==> src/rtl/cordic_vectoring_iterative.sv <==
// ---------------------------------------------------------------------------
// cordic_vectoring_iterative
//
// Iterative CORDIC in vectoring mode. Converts a Cartesian vector (x, y) into
// a gain-scaled magnitude and an angle. One shared add/shift datapath performs
// one micro-rotation per clock over ITERATIONS cycles.
//
// Angle format: 2^N_FRAC LSB = pi (128 LSB = pi for N_FRAC = 7). This is the
// same format the rotation-mode block consumes, so angle_o can be fed to it.
//
// Ports
//   clk_i                    in   clock, rising edge
//   rst_i                    in   asynchronous reset, active low
//   x_i, y_i                 in   signed Q0.N_FRAC vector components
//   data_in_valid_strobe_i   in   one-cycle input qualifier (sampled in IDLE)
//   mag_o                    out  |v| * K (K ~= 1.6464 for 6 iterations), >= 0
//   angle_o                  out  atan2(y, x), saturated to the N_FRAC+1 range
//   data_out_valid_strobe_o  out  one-cycle result qualifier
//   busy_o                   out  high whenever the block is not idle
//
// Timing: strobe sampled at edge k, micro-rotations at edges k+1..k+6,
// results and valid at edge k+6, back to idle at edge k+7. Strobes seen while
// busy are dropped.
// ---------------------------------------------------------------------------
module cordic_vectoring_iterative #(
    parameter int N_FRAC     = 7,
    parameter int ITERATIONS = 6,
    parameter int GUARD      = 2
) (
    input  logic                        clk_i,
    input  logic                        rst_i,
    input  logic signed [N_FRAC:0]      x_i,
    input  logic signed [N_FRAC:0]      y_i,
    input  logic                        data_in_valid_strobe_i,
    output logic signed [N_FRAC+GUARD:0] mag_o,
    output logic signed [N_FRAC:0]      angle_o,
    output logic                        data_out_valid_strobe_o,
    output logic                        busy_o
);

    // Widths: external sample, internal x/y (with guard MSBs), internal angle.
    localparam int W  = N_FRAC + 1;
    localparam int XW = W + GUARD;
    localparam int ZW = N_FRAC + 3;
    localparam int CW = (ITERATIONS > 1) ? $clog2(ITERATIONS) : 1;

    // atan(2^-i) truncated, expressed with pi = 2^15. Entries for the active
    // angle resolution are obtained by a right shift, which preserves
    // truncation (floor of floor). Valid for N_FRAC <= 15 and ITERATIONS <= 16.
    localparam int ATAN_REF [16] = '{
        8192, 4836, 2555, 1297, 651, 325, 162, 81,
        40,   20,   10,   5,    2,   1,   0,   0
    };

    // Pre-rotation angle of a quarter turn (pi/2).
    localparam logic signed [ZW-1:0] Z_QUARTER = ZW'(1 << (N_FRAC - 1));

    typedef enum logic [1:0] {
        ST_IDLE   = 2'd0,
        ST_CALC   = 2'd1,
        ST_OUTPUT = 2'd2
    } state_t;

    state_t                 state_reg;
    logic [CW-1:0]          cnt_reg;
    logic signed [XW-1:0]   x_reg;
    logic signed [XW-1:0]   y_reg;
    logic signed [ZW-1:0]   z_reg;

    // Constant angle table, one entry per iteration.
    logic signed [ZW-1:0]   atan_tab [ITERATIONS];

    genvar gi;
    generate
        for (gi = 0; gi < ITERATIONS; gi++) begin : g_atan
            assign atan_tab[gi] = ZW'(ATAN_REF[gi] >>> (15 - N_FRAC));
        end
    endgenerate

    // ---------------------------------------------------------------------
    // Pre-rotation into the right half-plane. Negation happens at internal
    // width, so -(-2^N_FRAC) is representable and does not wrap.
    // ---------------------------------------------------------------------
    logic signed [XW-1:0]   x_ext;
    logic signed [XW-1:0]   y_ext;
    logic signed [XW-1:0]   x_pre;
    logic signed [XW-1:0]   y_pre;
    logic signed [ZW-1:0]   z_pre;

    assign x_ext = {{GUARD{x_i[W-1]}}, x_i};
    assign y_ext = {{GUARD{y_i[W-1]}}, y_i};

    always_comb begin
        x_pre = x_ext;
        y_pre = y_ext;
        z_pre = '0;
        if (x_i[W-1]) begin
            if (!y_i[W-1]) begin
                // Second quadrant: rotate by -pi/2.
                x_pre = y_ext;
                y_pre = -x_ext;
                z_pre = Z_QUARTER;
            end else begin
                // Third quadrant: rotate by +pi/2.
                x_pre = -y_ext;
                y_pre = x_ext;
                z_pre = -Z_QUARTER;
            end
        end
    end

    // ---------------------------------------------------------------------
    // One micro-rotation. Both updates use the pre-iteration x and y; the
    // direction drives y towards zero.
    // ---------------------------------------------------------------------
    logic signed [XW-1:0]   x_sh;
    logic signed [XW-1:0]   y_sh;
    logic signed [ZW-1:0]   atan_cur;
    logic signed [XW-1:0]   x_next;
    logic signed [XW-1:0]   y_next;
    logic signed [ZW-1:0]   z_next;
    logic signed [W-1:0]    z_sat;
    logic                   last_iter;

    assign x_sh      = x_reg >>> cnt_reg;
    assign y_sh      = y_reg >>> cnt_reg;
    assign atan_cur  = atan_tab[cnt_reg];
    assign last_iter = (cnt_reg == CW'(ITERATIONS - 1));

    always_comb begin
        x_next = x_reg;
        y_next = y_reg;
        z_next = z_reg;
        if (!y_reg[XW-1]) begin
            x_next = x_reg + y_sh;
            y_next = y_reg - x_sh;
            z_next = z_reg + atan_cur;
        end else begin
            x_next = x_reg - y_sh;
            y_next = y_reg + x_sh;
            z_next = z_reg - atan_cur;
        end
    end

    // Saturate the angle: it is in range when all bits above the output sign
    // bit agree with it; otherwise clamp to the most positive/negative code.
    always_comb begin
        z_sat = z_next[W-1:0];
        if (z_next[ZW-1:W-1] != {(ZW - W + 1){z_next[ZW-1]}}) begin
            z_sat = z_next[ZW-1] ? {1'b1, {(W - 1){1'b0}}}
                                 : {1'b0, {(W - 1){1'b1}}};
        end
    end

    // ---------------------------------------------------------------------
    // Control FSM with registered outputs.
    // ---------------------------------------------------------------------
    always_ff @(posedge clk_i or negedge rst_i) begin
        if (!rst_i) begin
            state_reg               <= ST_IDLE;
            cnt_reg                 <= '0;
            x_reg                   <= '0;
            y_reg                   <= '0;
            z_reg                   <= '0;
            mag_o                   <= '0;
            angle_o                 <= '0;
            data_out_valid_strobe_o <= 1'b0;
            busy_o                  <= 1'b0;
        end else begin
            case (state_reg)
                ST_IDLE: begin
                    data_out_valid_strobe_o <= 1'b0;
                    if (data_in_valid_strobe_i) begin
                        x_reg     <= x_pre;
                        y_reg     <= y_pre;
                        z_reg     <= z_pre;
                        cnt_reg   <= '0;
                        busy_o    <= 1'b1;
                        state_reg <= ST_CALC;
                    end
                end

                ST_CALC: begin
                    x_reg <= x_next;
                    y_reg <= y_next;
                    z_reg <= z_next;
                    if (last_iter) begin
                        mag_o                   <= x_next;
                        angle_o                 <= z_sat;
                        data_out_valid_strobe_o <= 1'b1;
                        state_reg               <= ST_OUTPUT;
                    end else begin
                        cnt_reg <= cnt_reg + 1'b1;
                    end
                end

                ST_OUTPUT: begin
                    data_out_valid_strobe_o <= 1'b0;
                    busy_o                  <= 1'b0;
                    state_reg               <= ST_IDLE;
                end

                default: begin
                    data_out_valid_strobe_o <= 1'b0;
                    busy_o                  <= 1'b0;
                    state_reg               <= ST_IDLE;
                end
            endcase
        end
    end

endmodule

==> config.mk <==
export PLATFORM = sky130hd
export DESIGN_NAME = cordic_vectoring_iterative
export DESIGN_NICKNAME = d
export VERILOG_FILES = /design/src/rtl/cordic_vectoring_iterative.sv
export SDC_FILE = /design/constraint.sdc
export NUM_CORES = 1
export LEC_CHECK = 0
export ABC_AREA = 1
export CORE_MARGIN = 1.5
export CORE_UTILIZATION = 42
export DETAILED_ROUTE_END_ITERATION = 8
export GPL_TIMING_DRIVEN = 1
export HOLD_SLACK_MARGIN = 0.02
export SETUP_SLACK_MARGIN = 0.05
export SKIP_LAST_GASP = 1
export SYNTH_ARGS = -nofsm -noshare
export SYNTH_HDL_FRONTEND = slang
export SYNTH_SLANG_ARGS = --single-unit
==> constraint.sdc <==
create_clock -name clk_i -period 6.1 [get_ports clk_i]
set_clock_uncertainty 0.1 [all_clocks]
set_input_delay 1.22 -clock clk_i [delete_from_list [all_inputs] [get_ports clk_i]]
set_output_delay 1.22 -clock clk_i [all_outputs]
set_load 0.02 [all_outputs]
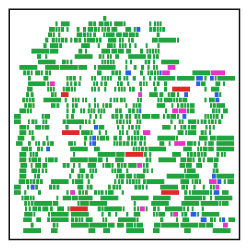
Run 1: cell sizes after repair
Drawn at 2 px/um.
- magenta: _3 and _4 cells (cells 16; most used buf_4)
- blue: _2 cells (cells 23; most used nand2_2)
- green: _0 and _1 cells (cells 758; most used nand2_1)
- red: _6 and larger (cells 6; most used clkbuf_16)
area grow syn2layout: 12.2%
Worst Setup Slack, final: 2.12 ns
fin area: 5850 um^2

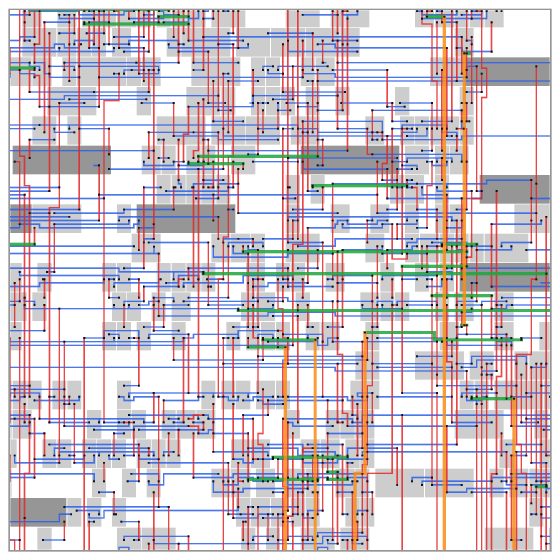
Run 1: a small window of the routed layout
Region (32, 55) to (82, 105) um. Cells in grey, sequential cells in the stronger grey; small squares are vias.
- blue: metal 1
- red: metal 2
- orange: metal 4
- green: metal 3
- netlist names of flops here include: y_reg (4), cnt_reg (2)
- cells with their middle in the window: 238
- most frequent: nand2_1 (107), nand3_1 (36), inv_1 (21)
- sequential cells in the window: 7

==> results.sh, run 1 <==
# flow metrics
export IMPL_cp_cell_sequence="inv_4, nand2_1, nand3_1, nand3_1, nand2_1, inv_1, ha_1, nand4_1, nand2_1, xor2_1, inv_1, ha_1, a21oi_1, nand2_1, a21oi_1, o21bai_1, a21oi_1, o21ai_0, a22oi_1"
export IMPL_top_area_frac=0.264
export IMPL_synthArstFlopShare=1.00
export IMPL_warning_count=30
export IMPL_max_freq_ghz=0.252
export IMPL_seqCellArea_um2=1380
export IMPL_cp_arrival_ns=4.11
export IMPL_drc_errors=0
export IMPL_setup_viol=0
export IMPL_postRouteAntennaNets=0
export IMPL_yosysMostFrequentCell="nand2_1"
export IMPL_holdWs_ns=0.375
export IMPL_relSlewSlack=0.376
export IMPL_worst_pin_slew_ns=0.935
export IMPL_cts_setup_buffers=0
export IMPL_min_path_cells=2
export IMPL_ys_cells=779
export IMPL_grt_ovfl_total=0
export IMPL_startpoint_type="register"
export IMPL_syn_inst=779
export IMPL_top_area_cell="dfrtp_1"
export IMPL_grt_max_degree=56
export IMPL_critPathCaptureType="register"
export IMPL_wl_um=15300
export IMPL_finalWeightedCongestion=0.982
export IMPL_grt_pass1_wl_um=25000
export IMPL_cap_viol_max_count=0
export IMPL_utilization=0.485
export IMPL_grtUsageTotal=0.244
export IMPL_post_place_ws_ns=2.19
export IMPL_cts_tree="done"
export IMPL_yosysUniqueCellTypes=44
export IMPL_placed_cell_area_um2=5690
export IMPL_rsz0062_at_grt="no"
export IMPL_crit_slowest_cell="dfrtp_1"
export IMPL_critPathRequiredTime_ns=6.23
export IMPL_root_buffer="clkbuf_16"
export IMPL_cts_resized=0
export IMPL_period_minus_slack_ns=3.98
export IMPL_yosys_warnings=0
export IMPL_ff_type="dfrtp_1"
export IMPL_critical_path_class="reg -> reg"
export IMPL_dp_cells=963
export IMPL_layout_drive_gt1_share=0.0560
export IMPL_combGateArea_um2=3350
export IMPL_fp_util=0.432
export IMPL_crit_family="AND-OR/OR-AND gates"
export IMPL_fillCellCount=1223
export IMPL_viasPerCell=5.34
export IMPL_syn_avg_cell_area_um2=6.69
export IMPL_min_period_over_period=0.652
export IMPL_dr_pass1_iters=5
export IMPL_via_count=5185
export IMPL_h_tree_depth=2
export IMPL_cts_buffer_depth=2
export IMPL_io_buffers=38
export IMPL_reg2regPathDepth=19
export IMPL_cts_sinks=55
export IMPL_critPathMostFrequentCell="nand2_1"
export IMPL_synth_edff_count=0
export IMPL_drv_slew=0
export IMPL_cp_num_buf_inv=3
export IMPL_die_area_um2=13100
export IMPL_hold_buffers=0
export IMPL_path_depth=19
export IMPL_rows=40
export IMPL_cp_max_fo=28
export IMPL_drt_iter0_drc=325
export IMPL_io_pins=39
export IMPL_ys_seq_share=0.264
export IMPL_post_dp_hpwl_um=11600
export IMPL_antenna_found_initial=0
export IMPL_min_delay_path_class="reg -> reg"
export IMPL_diodes=0
export IMPL_ys_area_um2=5210
export IMPL_yosys_register_bits=55
export IMPL_status="completed"
export IMPL_nNetsFinal=861
export IMPL_floorplan_nets=838
export IMPL_numCtsBuffers=5
export IMPL_fin_cells=971
export IMPL_setup_tns_ns=0
export IMPL_grt_pass1_vias=5062
export IMPL_syn_area_um2=5210
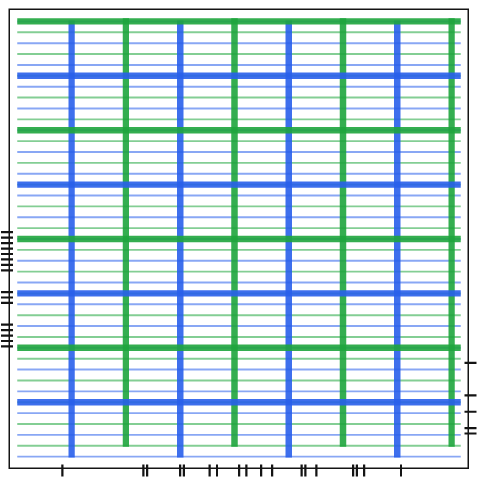
Run 1: supply network
Drawn at 4 px/um. Pins as bars on the die edge.
- blue: VSS
- green: VDD
- met5 straps: 8
- met1 rails: 41
- met4 straps: 8
- signal pins: 39
- rows: 40
Die Wd: 114 um
die height: 114 um
core area: 12100 um^2

-- run 1: cell usage in the layout (no fill, tap or decap), types with 5 or more instances in the layout --
cell type and count:
nand3_1 70, nand2_1 226, dfrtp_1 55, inv_1 83, ha_1 37, nor2_1 59
clkdlybuf4s50_1 37, a21oi_1 49, xor2_1 20, a31oi_1 6, xnor2_1 14, o211ai_1 12
buf_4 5, o21ai_0 46, clkbuf_16 5, nand2_2 8
-- run 1: kinds of logic after synthesis --
kind of cell	after synthesis	share of synthesized area
compound gates	146	0.165
xor+xnor	34	0.0572
fa+ha+maj	40	0.100
buf+inv	117	0.0927
flops	55	0.264
simple gates	387	0.321
-- run 1: metal layers --
layer,share of wire,global-route usage
met5,0,0
met4,0.045,0.116
met3,0.039,0.0360
met2,0.47,0.420
met1,0.44,0.301
-- run 1: cell type report --
class	instances	area share
flip-flops and latches	55	0.235
multi-input cells	607	0.573
repair buffers	43	0.0706
clock buffers	5	0.0214
well taps	168	0.0360
clock inverters	3	0.00471
inverters	90	0.0586
-- run 1: path summary, 6_finish.rpt --
kind,slack (ns),to,startpoint
min in group asynchronous,0.94,angle_o[1],rst_i
max in group asynchronous,4.45,x_reg[3],rst_i
worst max-delay path,2.12,y_reg[7],cnt_reg[0]
worst min-delay path,0.37,mag_o[1],mag_o[1]
worst max register to register,2.12,y_reg[7],cnt_reg[0]
worst min register to register,0.37,mag_o[1],mag_o[1]
Run 1, cell placement:
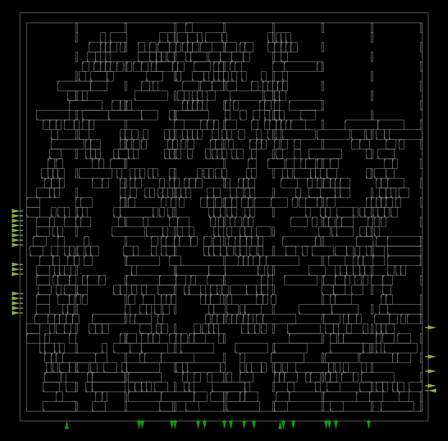

--- run 2 (diff from run 1) ---
- clock period: 6.1 -> 3.81 ns (I/O delays scaled with it)
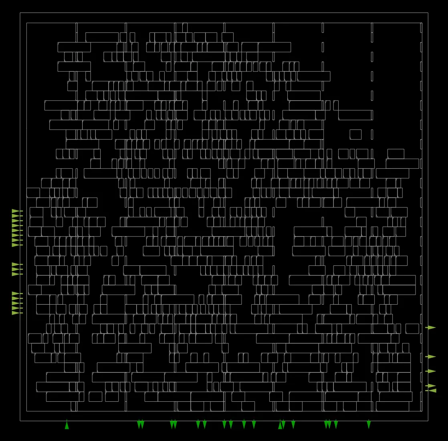
Run 2: cell placement
filler cell count: 1250
Rows: 40
flip-flops: 55
fraction of area in registers: 0.230
# Taps: 168

==> run 2 against run 1 <==
Net effect: sequential cell count unchanged; core utilization rose by 1.1 points; die size did not move; clock-buffer cell count stayed put; worst setup slack worse by 1.8 ns; cell count is 1.8% higher; highest routed layer unchanged; critical path depth down 2; register-to-register slack got worse by 1.8 ns; critical path type unchanged.
==> results.sh, run 2 <==
# flow metrics
export IMPL_nNetsFinal=878
export IMPL_sh_comb_area=0.560
export IMPL_wl_um=14900
export IMPL_yosysMostFrequentCell="nand2_1"
export IMPL_h_tree_depth=2
export IMPL_die_area_um2=13100
export IMPL_floorplan_nets=838
export IMPL_setup_viol=0
export IMPL_ys_sh_xor=0.0572
export IMPL_min_period_over_period=0.914
export IMPL_diodes=0
export IMPL_io_pins=39
export IMPL_root_buffer="clkbuf_16"
export IMPL_buffers=60
export IMPL_syn_inst=779
export IMPL_grt_ovfl_total=0
export IMPL_final_common_cell="nand2_1"
export IMPL_ys_sh_simple=0.321
export IMPL_syn_avg_cell_area_um2=6.69
export IMPL_hold_buffers=0
export IMPL_dieHeight_um=114
export IMPL_warning_count=30
export IMPL_ys_sh_mux=0
export IMPL_antenna_found_initial=0
export IMPL_yosys_warnings=0
export IMPL_yosys_register_bits=55
export IMPL_synthAoiAreaFrac=0.165
export IMPL_cp_arrival_ns=3.57
export IMPL_via_count=5131
export IMPL_startpoint_type="register"
export IMPL_rrSetupSlack_ns=0.33
export IMPL_viasPerCell=5.19
export IMPL_nonClkBufAreaFrac=0.0904
export IMPL_cts_resized=0
export IMPL_min_delay_path_class="in -> async"
export IMPL_final_clk_cell_share=0.0262
export IMPL_holdWs_ns=0.345
export IMPL_critical_path_class="reg -> reg"
export IMPL_lay_top_cells="226 x nand2_1, 83 x inv_1, 70 x nand3_1"
export IMPL_yosysUniqueCellTypes=44
export IMPL_ys_cells=779
export IMPL_cts_tree="done"
export IMPL_numCtsBuffers=5
export IMPL_ys_seq_share=0.264
export IMPL_clock_buffers=5
export IMPL_drt_iter0_drc=322
export IMPL_top_area_frac=0.264
export IMPL_cp_max_fo=10
export IMPL_top_area_cell="dfrtp_1"
export IMPL_cts_setup_buffers=0
export IMPL_syn_area_um2=5210
export IMPL_synthArstFlopShare=1.00
export IMPL_grt_max_degree=31
export IMPL_worst_pin_slew_ns=0.617
export IMPL_status="completed"
export IMPL_final_signal_inverter_count=90
export IMPL_largest_class="logic gates"
export IMPL_grt_pass1_wl_um=24300
export IMPL_ys_area_um2=5210
export IMPL_grt_pass1_vias=4927
export IMPL_setup_tns_ns=0
export IMPL_critPathCaptureType="register"
export IMPL_post_dp_hpwl_um=11500
export IMPL_layout_drive_gt1_share=0.0768
export IMPL_seqCellArea_um2=1380
export IMPL_critPathRequiredTime_ns=3.90
export IMPL_drc_errors=0
export IMPL_max_freq_ghz=0.287
export IMPL_synth_edff_count=0
export IMPL_io_buffers=38
export IMPL_rsz0062_at_grt="no"
export IMPL_ff_type="dfrtp_1"
export IMPL_nMultiInputCombCells=607
export IMPL_cts_buffer_depth=2
export IMPL_adder_share=0.100
export IMPL_postRouteAntennaNets=0
export IMPL_period_minus_slack_ns=3.48
export IMPL_ys_top_logic_family="simple AND/OR/NAND/NOR gates"
export IMPL_fp_util=0.432
[run 2: metal layers]
metal | vias to the layer above | global-route usage | part of all wire
li1 | 2636 | - | -
met3 | 16 | 0.0270 | 0.033
met1 | 2380 | 0.303 | 0.46
met2 | 99 | 0.428 | 0.49
met4 | 0 | 0.0542 | 0.013
met5 | - | 0 | 0
[run 2: worst max-delay path, cell delays in order, from the launching register on]
cell and delay (ns):
dfrtp_1 0.57, nor2_4 0.35, nand2_1 0.09, o21ai_1 0.12, inv_1 0.05, nand2_1 0.12, inv_2 0.06, ha_1 0.21
nor2_1 0.16, xnor2_1 0.15, ha_1 0.31, a21oi_1 0.20, o21ai_0 0.14, a21oi_1 0.22, xor2_1 0.25, nor2_1 0.07
a21oi_1 0.10, o21ai_0 0.08
[run 2: final timing paths]
check	start	end	cells past startpoint
worst max-delay path	cnt_reg[2]	x_reg[5]	17
worst min-delay path	rst_i	z_reg[3]	1
worst max register to register	cnt_reg[2]	x_reg[5]	17
worst min register to register	mag_o[1]	mag_o[1]	2
max in group asynchronous	rst_i	y_reg[4]	2
min in group clk_i	mag_o[1]	mag_o[1]	2
[run 2: through the flow]
| step | setup slack [ns] | instance area, um^2 | util | instances |
|---|---|---|---|---|
| 3_5_place_dp | 0.360 | 5780 | 0.479 | 974 |
| 2_1_floorplan | 0.716 | 5210 | - | 779 |
| 5_1_grt | 0.0645 | 5980 | 0.496 | 988 |
| 6_report | 0.326 | 5980 | 0.496 | 988 |
| 3_3_place_gp | 0.406 | 5780 | 0.479 | 974 |
| 4_1_cts | 0.331 | 5930 | 0.492 | 982 |
